$ cat config.mk
export PLATFORM = sky130hd
export DESIGN_NAME = divider_shift_sub_flat
export DESIGN_NICKNAME = d
export VERILOG_FILES = /design/src/rtl/divider_shift_sub_if.sv /design/src/rtl/divider_shift_sub.sv /design/src/flat_wrapper.sv
export SDC_FILE = /design/constraint.sdc
export NUM_CORES = 1
export LEC_CHECK = 0
export ABC_AREA = 1
export CAP_MARGIN = 30
export CELL_PAD_IN_SITES_DETAIL_PLACEMENT = 1
export CELL_PAD_IN_SITES_GLOBAL_PLACEMENT = 2
export CORE_MARGIN = 8
export CORE_UTILIZATION = 26
export DETAILED_ROUTE_END_ITERATION = 16
export PLACE_DENSITY = 0.65
export SYNTH_ARGS = -nofsm -noshare
export SYNTH_HDL_FRONTEND = slang
export SYNTH_SLANG_ARGS = --single-unit
$ cat constraint.sdc
create_clock -name clk -period 1.9 [get_ports clk]
set_input_delay 0.38 -clock clk [delete_from_list [all_inputs] [get_ports clk]]
set_output_delay 0.38 -clock clk [all_outputs]
set_load 0.01 [all_outputs]
$ cat src/rtl/divider_shift_sub_if.sv
`default_nettype none
// +--------------------------------------------------------------------------+
// | divider_shift_sub_if : start/done handshake and operand/result bus for   |
// |                        the shift-subtract divider                        |
// | Revision 1.0                                                             |
// +--------------------------------------------------------------------------+
interface divider_shift_sub_if #(
    parameter int N = 4
);
    logic             Iniciar;
    logic [2*N-1:0]   Dividendo;
    logic [N-1:0]     Divisor;
    logic [2*N-1:0]   Quociente;
    logic [N-1:0]     Resto;
    logic             Ocupado;
    logic             Pronto;
    logic             ErroDivZero;

    modport master (
        output Iniciar, Dividendo, Divisor,
        input  Quociente, Resto, Ocupado, Pronto, ErroDivZero
    );

    modport slave (
        input  Iniciar, Dividendo, Divisor,
        output Quociente, Resto, Ocupado, Pronto, ErroDivZero
    );
endinterface
`default_nettype wire

$ cat src/rtl/divider_shift_sub.sv
`default_nettype none
// +--------------------------------------------------------------------------+
// | divider_shift_sub : sequential restoring divider, 2N/N -> 2N quotient,   |
// |                     N remainder, one shift-subtract step per clock       |
// | Revision 1.0                                                             |
// +--------------------------------------------------------------------------+
module divider_shift_sub #(
    parameter int N = 4
) (
    input  wire logic            clk,
    input  wire logic            rst_n,
    divider_shift_sub_if.slave   bus
);
    localparam int W  = 2 * N;
    localparam int CW = $clog2(W + 1);

    localparam logic [1:0] S_OCIOSO  = 2'd0;
    localparam logic [1:0] S_CALCULA = 2'd1;
    localparam logic [1:0] S_FIM     = 2'd2;

    logic [1:0]    state_q,   state_d;
    logic [W-1:0]  work_q,    work_d;
    logic [N-1:0]  divisor_q, divisor_d;
    logic [N:0]    rem_q,     rem_d;
    logic [CW-1:0] count_q,   count_d;
    logic [W-1:0]  quot_q,    quot_d;
    logic [N-1:0]  resto_q,   resto_d;
    logic          erro_q,    erro_d;

    logic [N:0]    w_shifted;
    logic [N+1:0]  w_diff;
    logic          w_trial_ok;
    logic [N:0]    w_rem_next;
    logic [W-1:0]  w_work_next;
    logic          unused_rem_msb;

    // The partial remainder never reaches the divisor, so its top bit stays
    // clear and the shifted value always fits in N+1 bits.
    assign unused_rem_msb = rem_q[N];

    always_comb begin
        w_shifted   = {rem_q[N-1:0], work_q[W-1]};
        w_diff      = {1'b0, w_shifted} - {2'b00, divisor_q};
        w_trial_ok  = ~w_diff[N+1];
        w_rem_next  = w_trial_ok ? w_diff[N:0] : w_shifted;
        // Dividend bits leave at the MSB while quotient bits enter at the LSB.
        w_work_next = {work_q[W-2:0], w_trial_ok};
    end

    always_comb begin
        state_d   = state_q;
        work_d    = work_q;
        divisor_d = divisor_q;
        rem_d     = rem_q;
        count_d   = count_q;
        quot_d    = quot_q;
        resto_d   = resto_q;
        erro_d    = erro_q;

        case (state_q)
            S_OCIOSO: begin
                if (bus.Iniciar) begin
                    if (bus.Divisor != '0) begin
                        work_d    = bus.Dividendo;
                        divisor_d = bus.Divisor;
                        rem_d     = '0;
                        count_d   = CW'(W);
                        state_d   = S_CALCULA;
                    end else begin
                        quot_d    = '1;
                        resto_d   = '0;
                        erro_d    = 1'b1;
                        state_d   = S_FIM;
                    end
                end
            end
            S_CALCULA: begin
                work_d  = w_work_next;
                rem_d   = w_rem_next;
                count_d = count_q - CW'(1);
                if (count_q == CW'(1)) begin
                    quot_d  = w_work_next;
                    resto_d = w_rem_next[N-1:0];
                    erro_d  = 1'b0;
                    state_d = S_FIM;
                end
            end
            S_FIM: begin
                state_d = S_OCIOSO;
            end
            default: begin
                state_d = S_OCIOSO;
            end
        endcase
    end

    always_ff @(posedge clk or negedge rst_n) begin
        if (!rst_n) begin
            state_q   <= S_OCIOSO;
            work_q    <= '0;
            divisor_q <= '0;
            rem_q     <= '0;
            count_q   <= '0;
            quot_q    <= '0;
            resto_q   <= '0;
            erro_q    <= 1'b0;
        end else begin
            state_q   <= state_d;
            work_q    <= work_d;
            divisor_q <= divisor_d;
            rem_q     <= rem_d;
            count_q   <= count_d;
            quot_q    <= quot_d;
            resto_q   <= resto_d;
            erro_q    <= erro_d;
        end
    end

    assign bus.Quociente   = quot_q;
    assign bus.Resto       = resto_q;
    assign bus.ErroDivZero = erro_q;
    assign bus.Ocupado     = (state_q == S_CALCULA);
    assign bus.Pronto      = (state_q == S_FIM);

endmodule
`default_nettype wire

$ cat src/flat_wrapper.sv
// flat-port wrapper written by rule: the top's interface ports become plain ports
module divider_shift_sub_flat 
#(
    parameter int N = 4
)
  (clk, rst_n, bus_Iniciar, bus_Dividendo, bus_Divisor, bus_Quociente, bus_Resto, bus_Ocupado, bus_Pronto, bus_ErroDivZero);
  divider_shift_sub_if #(.N(N)) bus_i ();
  input  wire logic clk;
  input  wire logic rst_n;
  input wire logic [$bits(bus_i.Iniciar)-1:0] bus_Iniciar;
  input wire logic [$bits(bus_i.Dividendo)-1:0] bus_Dividendo;
  input wire logic [$bits(bus_i.Divisor)-1:0] bus_Divisor;
  output wire logic [$bits(bus_i.Quociente)-1:0] bus_Quociente;
  output wire logic [$bits(bus_i.Resto)-1:0] bus_Resto;
  output wire logic [$bits(bus_i.Ocupado)-1:0] bus_Ocupado;
  output wire logic [$bits(bus_i.Pronto)-1:0] bus_Pronto;
  output wire logic [$bits(bus_i.ErroDivZero)-1:0] bus_ErroDivZero;
  assign bus_i.Iniciar = bus_Iniciar;
  assign bus_i.Dividendo = bus_Dividendo;
  assign bus_i.Divisor = bus_Divisor;
  assign bus_Quociente = bus_i.Quociente;
  assign bus_Resto = bus_i.Resto;
  assign bus_Ocupado = bus_i.Ocupado;
  assign bus_Pronto = bus_i.Pronto;
  assign bus_ErroDivZero = bus_i.ErroDivZero;
  divider_shift_sub #(.N(N)) u_core (.clk(clk), .rst_n(rst_n), .bus(bus_i));
endmodule
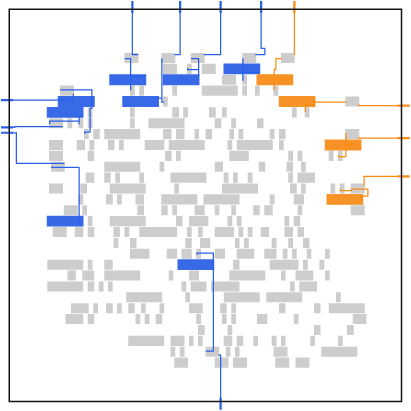
*Wires at chosen ports, followed through buffers*
(4 px per um)
- blue: `bus_Quociente` (direction output; edge 4 north, 3 west, 1 south; end cells 8; buffers 8; wire 244 um)
- orange: `bus_Resto` (direction output; edge 3 east, 1 north; end cells 4; buffers 4; wire 90.5 um)

==> CHANGELOG.md <==
### Implementation results

- Unrepaired setup endpoints after global routing: no
- Gate power share: 0.533
- Antenna Cells: 0
- Syn_nets: 232
- Yosys chip area: 1730 sq um
- Pin count of the biggest net entering global routing: 19
- Final Max-Slew Violation Tally: 0
- Internal power: 2.23 mW
- Input/output buffers: 29
- Peak Freq: roughly 550 MHz
- Register share of total power: 0.331
- Num rows: 29
- Worst-Skew Late Latency: 0.29 ns
- Req. time, crit path: 1.52 ns
- Setup violators final: 0
- Tool warnings: 27
- Post-Route WL: approximately 4.5 mm
- Layout cells sized above 1: 0.0960
- Fin Setup TNS: 0 ns
- Post-synthesis cell type count: 21
- Seq cells post-synth: 35
- Ports: 30
- Vias in the first global route: roughly 1600
- Num CTS Buffers: 5
- Worst slew pin tran: around 0.33 ns
- Logic power comb: between 2 and 2.5 mW
- Detailed-route vias per instance: ~4.5
- Syn Area/Cell: 8.26 sq um
- FF/Latch Area: 877 sq um
- Worst setup path end: bus_Ocupado
- Clock transition at path regs: 0.08 ns
- Skew final: 0.0108 ns
- Seq_cells: 35
- Status: completed
- Critical path, cell by cell: nor2_4 > clkdlybuf4s50_1
- Number of well taps: 77
- CTS tree: yes
- Stages on the worst setup path: 2
- Pleak: 1.10 nW
- Final worst setup slack: 0.0729 ns
- Hold path endpoint: u_core.bus.Resto[0]
- Area Growth Syn to Fin: 28.8%
- Mapped Cells: 210
- Die X-Extent: just under 100 um
- Postcts setup bufs: 0
- R2R setup slack: roughly 0.22 ns
- Worst path max stage delay: 0.55 ns
- Nature of the critical path startpoint: flop
- Comb area share: 0.321
- Max power group: combinational logic
- Worst VDD drop: 0.570 mV
- Tcrit/Tclk final: 0.962
- Drt pass-1 iters: 4
- Place WS: 0.0794 ns
- MI comb cells: 145
- NumNets Final: 271
- Placer Congestion: roughly 0.72
- Worst hold path class: flop to flop
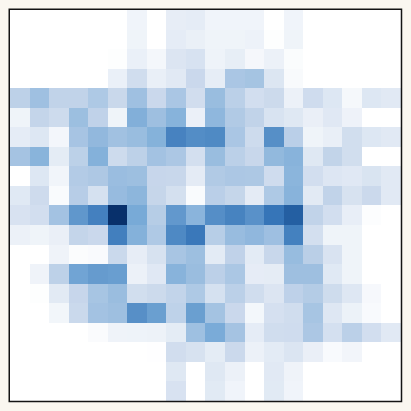
*Signal metal coverage by tile*
(4 px per um) 20 x 20 tiles, from white (low) to dark blue (high), scaled to the fullest tile. Values are wire area over tile area, all layers added.
- fullest tile: 0.40
- densest ninth of the die: centre
- tiles over half the peak: 5.8%
- mean over tiles: 0.072
- emptiest ninth of the die: north-east
WL/cell: 13.8 um
Vias: 1472

[through the flow]
step | cells | total power [mW] | hold WS (ns) | cell area (sq um)
5_1_grt | 327 | 4.38 | 0.513 | 2230
2_1_floorplan | 210 | 2.69 | 0.0844 | 1730
6_report | 327 | 3.95 | 0.483 | 2230
3_5_place_dp | 318 | 3.48 | 0.303 | 2140
4_1_cts | 327 | 4.04 | 0.488 | 2230
3_3_place_gp | 318 | 3.46 | 0.296 | 2140
[registers in the layout, summed over array words and instances, names as in the netlist]
signal                  count
u_core.bus.Quociente        8
u_core.work_q               8
u_core.bus.Resto            4
u_core.count_q              4
u_core.divisor_q            4
u_core.rem_q                4
u_core.state_q              2
u_core.bus.ErroDivZero      1
[per-layer routing]
metal  global-route usage  up-vias  routed length (um)
li1                     -      738                   -
met1                0.130      714                2220
met2                0.161       18                2110
met3               0.0313        2                 162
met4               0.0315        0                  28
met5                    0        -                   0
[synthesized netlist by cell type, drive strengths merged]
cell   instances  area share
dfrtp         35        0.51
o22ai          2      0.0072
or2            7       0.025
ha             6       0.043
xnor2          2       0.010
nor3           1      0.0029
fa             1       0.012
nand3         11       0.035
a21oi          3      0.0087
inv           24       0.052
nor2          14       0.035
nand4          4       0.014
buf            6       0.030
o21ai         24       0.069
nand2         70        0.15
[timing repair]
action | CTS | global route
hold endpoints to repair | 10 | 0
gates resized | 0 | 1
setup endpoints to repair | 0 | 2
hold buffers | 1 | 0
[cells by family after synthesis]
family,Yosys count,share of synthesized area
simple gates,107,0.263
flops,35,0.505
buf+inv,30,0.0815
compound gates,29,0.0851
fa+ha+maj,7,0.0548
xor+xnor,2,0.0101
[worst min-delay path: cells and delay by family (launching register included)]
family	cells	cell delay (ns)
AND/OR/NAND/NOR	2	0.10
flip-flops	1	0.35
No activity file was given, so power comes from the tool's default toggle rates.
